==> src/rtl/rc4_prga_decrypt.sv <==
// RC4 keystream generator (PRGA) that decrypts a ROM-held message into RAM.
// Walks the already-shuffled S array, XORs each keystream byte with one
// ciphertext byte, and optionally aborts on the first non-printable result.
module rc4_prga_decrypt #(
    parameter int unsigned MSG_LEN  = 32,
    parameter bit          CHECK_EN = 1'b1
) (
    input  logic       clk,
    input  logic       reset,
    input  logic       start,
    output logic       busy,
    output logic       done,
    output logic       fail,
    output logic [7:0] s_addr,
    input  logic [7:0] s_rdata,
    output logic [7:0] s_wdata,
    output logic       s_wr_en,
    output logic [7:0] enc_addr,
    input  logic [7:0] enc_rdata,
    output logic [7:0] dec_addr,
    output logic [7:0] dec_wdata,
    output logic       dec_wr_en
);

    localparam int unsigned DW     = 8;
    localparam logic [DW-1:0] LAST_K = DW'(MSG_LEN - 1);

    typedef enum logic [3:0] {
        IDLE,
        INC_I,
        RD_SI,
        WAIT1,
        LAT_SI,
        RD_SJ,
        WAIT2,
        LAT_SJ,
        WR_SI,
        WR_SJ,
        RD_F,
        WAIT3,
        LAT_F,
        WR_DEC,
        CHECK,
        FINISH
    } state_t;

    state_t        state;
    logic [DW-1:0] i;
    logic [DW-1:0] j;
    logic [DW-1:0] k;
    logic [DW-1:0] si;
    logic [DW-1:0] sj;
    logic [DW-1:0] f;
    logic [DW-1:0] enc_byte;

    // Accepted plaintext alphabet: space and lowercase letters.
    function automatic logic is_printable(input logic [DW-1:0] b);
        return (b == 8'h20) || ((b >= 8'h61) && (b <= 8'h7A));
    endfunction

    // Sequencer: one pass of INC_I..CHECK per message byte, registered outputs.
    always_ff @(posedge clk) begin
        if (reset) begin
            state     <= IDLE;
            i         <= '0;
            j         <= '0;
            k         <= '0;
            si        <= '0;
            sj        <= '0;
            f         <= '0;
            enc_byte  <= '0;
            busy      <= 1'b0;
            done      <= 1'b0;
            fail      <= 1'b0;
            s_addr    <= '0;
            s_wdata   <= '0;
            s_wr_en   <= 1'b0;
            enc_addr  <= '0;
            dec_addr  <= '0;
            dec_wdata <= '0;
            dec_wr_en <= 1'b0;
        end else begin
            done <= 1'b0;
            case (state)
                IDLE: begin
                    if (start) begin
                        i     <= '0;
                        j     <= '0;
                        k     <= '0;
                        fail  <= 1'b0;
                        busy  <= 1'b1;
                        state <= INC_I;
                    end
                end
                INC_I: begin
                    i     <= i + DW'(1);
                    state <= RD_SI;
                end
                RD_SI: begin
                    s_addr <= i;
                    state  <= WAIT1;
                end
                WAIT1:  state <= LAT_SI;
                LAT_SI: begin
                    si    <= s_rdata;
                    j     <= j + s_rdata;
                    state <= RD_SJ;
                end
                RD_SJ: begin
                    s_addr <= j;
                    state  <= WAIT2;
                end
                WAIT2:  state <= LAT_SJ;
                LAT_SJ: begin
                    sj    <= s_rdata;
                    state <= WR_SI;
                end
                WR_SI: begin
                    s_addr  <= i;
                    s_wdata <= sj;
                    s_wr_en <= 1'b1;
                    state   <= WR_SJ;
                end
                WR_SJ: begin
                    s_addr  <= j;
                    s_wdata <= si;
                    s_wr_en <= 1'b1;
                    state   <= RD_F;
                end
                RD_F: begin
                    s_wr_en  <= 1'b0;
                    s_addr   <= si + sj;
                    enc_addr <= k;
                    state    <= WAIT3;
                end
                WAIT3:  state <= LAT_F;
                LAT_F: begin
                    f        <= s_rdata;
                    enc_byte <= enc_rdata;
                    state    <= WR_DEC;
                end
                WR_DEC: begin
                    dec_addr  <= k;
                    dec_wdata <= f ^ enc_byte;
                    dec_wr_en <= 1'b1;
                    state     <= CHECK;
                end
                CHECK: begin
                    dec_wr_en <= 1'b0;
                    if (CHECK_EN && !is_printable(dec_wdata)) begin
                        fail  <= 1'b1;
                        state <= FINISH;
                    end else if (k == LAST_K) begin
                        state <= FINISH;
                    end else begin
                        k     <= k + DW'(1);
                        state <= INC_I;
                    end
                end
                FINISH: begin
                    done  <= 1'b1;
                    busy  <= 1'b0;
                    state <= IDLE;
                end
                default: state <= IDLE;
            endcase
        end
    end

endmodule

==> config.mk <==
export PLATFORM = sky130hd
export DESIGN_NAME = rc4_prga_decrypt
export DESIGN_NICKNAME = d
export VERILOG_FILES = /design/src/rtl/rc4_prga_decrypt.sv
export SDC_FILE = /design/constraint.sdc
export NUM_CORES = 1
export LEC_CHECK = 0
export CORE_MARGIN = 2
export CORE_UTILIZATION = 30
export CTS_CLUSTER_SIZE = 10
export DETAILED_ROUTE_END_ITERATION = 10
export PLACE_DENSITY = 0.55
export SLEW_MARGIN = 5
export SYNTH_ARGS = -nofsm -noshare
export SYNTH_HDL_FRONTEND = slang
export SYNTH_SLANG_ARGS = --single-unit
==> constraint.sdc <==
create_clock -name clk -period 1.8 [get_ports clk]
set_input_delay 0.27 -clock clk [delete_from_list [all_inputs] [get_ports clk]]
set_output_delay 0.27 -clock clk [all_outputs]
set_load 0.02 [all_outputs]
==> out/qor.csv <==
metric,value,unit
power.density,908,mW/mm^2
setup_tns,-0.000684,ns
power_clock,2110,uW
relSlewSlack,0.682,
drive_gt1_frac,0.194,
hp-class,in2reg,
pg_comb,1510,uW
dp_worst_setup_slack,-0.495,ns
ys_sh_aoi,0.208,
topCellsByArea,"dfxtp_1, nand2_1, a21oi_1, ha_1, nor2_1",
synth-seq-cells,105,
warnings,28,
crit_chain,ha_4 -> fa_2 -> a211oi_2 -> o21bai_1 -> a21oi_2 -> nor4_1 -> a211o_1,
slew_violations,0,
power-top-group,sequential cells,
overflow,0,
ys_area,0.00512,mm^2
p_int,4380,uW
insertion_delay,0.35,ns
ys_cells,607,
whs_path_depth,4,
min_period,1.80,ns
rsz0062_at_grt,yes,
layout.cells.non_filler,940,
run_status,"complete, but fails checks",
ant_nets,0,
xor_area_frac,0.0288,
whs,0.379,ns
edf_count,0,
syn_area,0.00512,mm^2
ir_drop,0.000498,V
worst_setup_path_start_kind,flop,
worstPathArrival,2.05,ns
slowest_stage,fa_2,
antenna_found_initial,0,
final_cell_area,0.00684,mm^2
syn_area_per_cell,8.43,um^2
fin_ws,-0.000684,ns
path_clk_slew,0.07,ns
cts_root_buf,clkbuf_16,
max_freq,555,MHz
seq_power,2600,uW
syn_inst,607,
dr.pass1.iters,4,
period_used_share,1.00,
grt_pass1_wl,24.4,mm
switching_share,0.295,
cts_tree,done,
syn_to_final_growth,33.7,%
clkSinkCount,105,
vias_per_cell,5.05,
pwr-share-comb,0.243,
hold_violations,0,
cp.required,2.05,ns
cp_max_fo,3,
violations,setup timing,
hpwl,11.1,mm
worstReg2RegEnd,j[6],
layout.cells.most_common,nand2_1,
cp_slowest_stage_delay,0.38,ns
r2r_cells,7,
min_from,s_rdata[2],
io_pins,64,
yosysWarnings,0,
p_leak,0.00241,uW
grt_start_max_net_pins,75,
fin_skew,0.00599,ns
grt_pass1_vias,4697,
nets,752,
hold_end,f[2],
adder_share,0.0528,
setup_violations,1,
route.detailed.drc,0,
synth_nets,644,
worstMarginPinSlew,0.474,ns
top_area_frac,0.411,
ys_sh_simple,0.227,
cells by family after synthesis:
kind of cell / count (synthesis)
buf+inv: 43
mux: 15
xor+xnor: 16
fa+ha+maj: 21
compound gates: 163
simple gates: 244
flops: 105
synthesized netlist by cell type (3+ instances only):
master,n
nor2_1,50
a211oi_1,23
clkbuf_1,16
o21ai_0,11
xnor2_1,12
nor3_1,11
inv_1,7
nor4_1,5
nand3_1,16
nand2b_1,8
a311oi_1,5
o31a_1,3
and3_1,4
dfxtp_1,105
a31oi_1,6
nand4_1,5
a21o_1,4
o21bai_1,3
xor2_1,3
nand3b_1,3
a32oi_1,4
nand2_1,112
a21oi_1,72
ha_1,16
buf_2,13
o21ai_1,8
maj3_1,3
or3_1,7
nor3_2,4
a22oi_1,3
mux2i_1,12
and4_1,3
registers in the layout, indices dropped and copies added (netlist names), 4 cells and up:
register,count
dec_addr,8
dec_wdata,8
enc_addr,8
enc_byte,8
f,8
i,8
j,8
k,8
s_addr,8
s_wdata,8
si,8
sj,8
state,4
per-layer routing:
metal | GRT usage | up-vias | part of all wire
met1 | 0.216 | 2253 | 0.45
met5 | 0 | - | 0
met4 | 0.0550 | 0 | 0.021
met2 | 0.283 | 86 | 0.49
li1 | - | 2389 | -
met3 | 0.0387 | 16 | 0.037
worst max path at each step:
stage                from  endpoint  depth (start not counted)
2_1_floorplan        j[0]      j[6]                          7
3_3_place_gp   s_rdata[1]      j[7]                          7
3_5_place_dp   s_rdata[0]      j[6]                          8
4_1_cts              j[1]      j[7]                          6
5_1_grt              j[0]      j[6]                          7
6_report             j[0]      j[6]                          7
final cells by class:
cell class                 instances  area (um^2)
tap                              220          275
timing repair buffer             131         1160
multi-input combinational        459         2940
sequential                       105         2120
fill                            1660         9800
inverter                           9         33.8
clock inverter                     3         46.3
clock buffer                      13          280
**Placement by cell class**

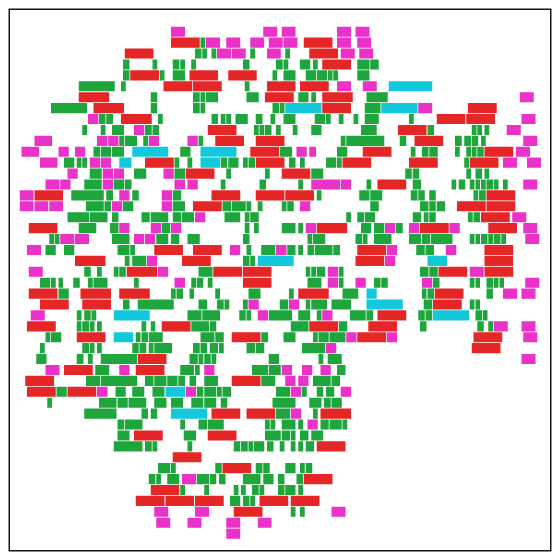
magenta -> remaining buffers and delay cells  # cells 131, share of their area 18%
red -> registers  # cells 105, share of their area 32%
green -> remaining logic cells  # cells 468, share of their area 45%
cyan -> clock drivers and dummy loads  # cells 16, share of their area 5.0%
Seq/total area: 0.309
FP Rows: 47
core footprint: 0.0166 mm^2

**Routed metal per tile**

Bar = 50 um. The die is cut into 27 by 27 equal tiles; dark blue is low, red is high, scaled to the fullest tile. Values are wire area over tile area, all layers added.
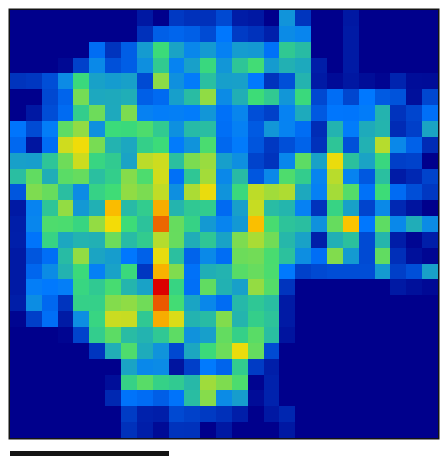
nearly empty tiles = 28%
fullest tile = 0.52
tiles over half the peak = 15%
Total Routing Usage GR: 0.169
routed length per instance: 15.8 um
DRT Wirelength: 14.9 mm
Vias: 4,744

**Routing congestion**

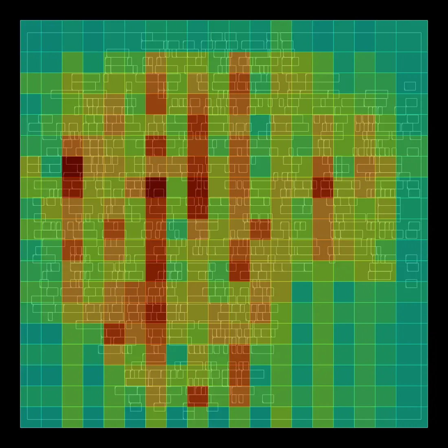
met2 Use GR: 0.283
grt met3 use: 0.0387
final core occ: 0.411
busiest grt layer: met2
GRT met1 Usage: 0.216

**Wiring by layer**

Bar = 50 um.
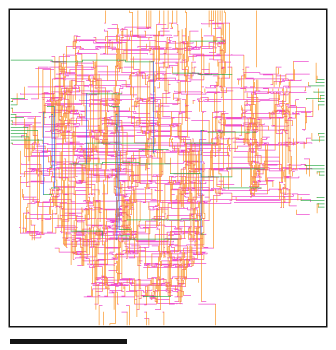
orange -> M2  # wire length 7,290 um
green -> M3  # wire length 554 um
magenta -> M1  # wire length 6,720 um
blue -> M4  # wire length 310 um

**Pin placement**

Pins as bars across the die edge, other pins in grey.
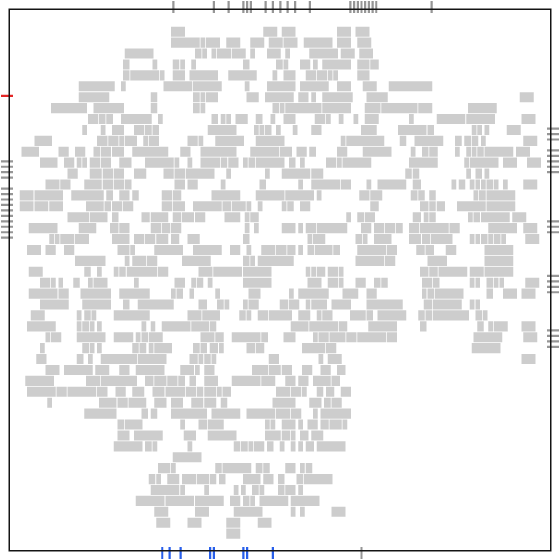
red -> `clk`  # pins 1, direction input, edge left
blue -> `s_addr`  # pins 8, direction output, edge bottom
die width: 135 um
PortBufs: 63
die height: 135 um

Power and IR drop assume default switching activity.
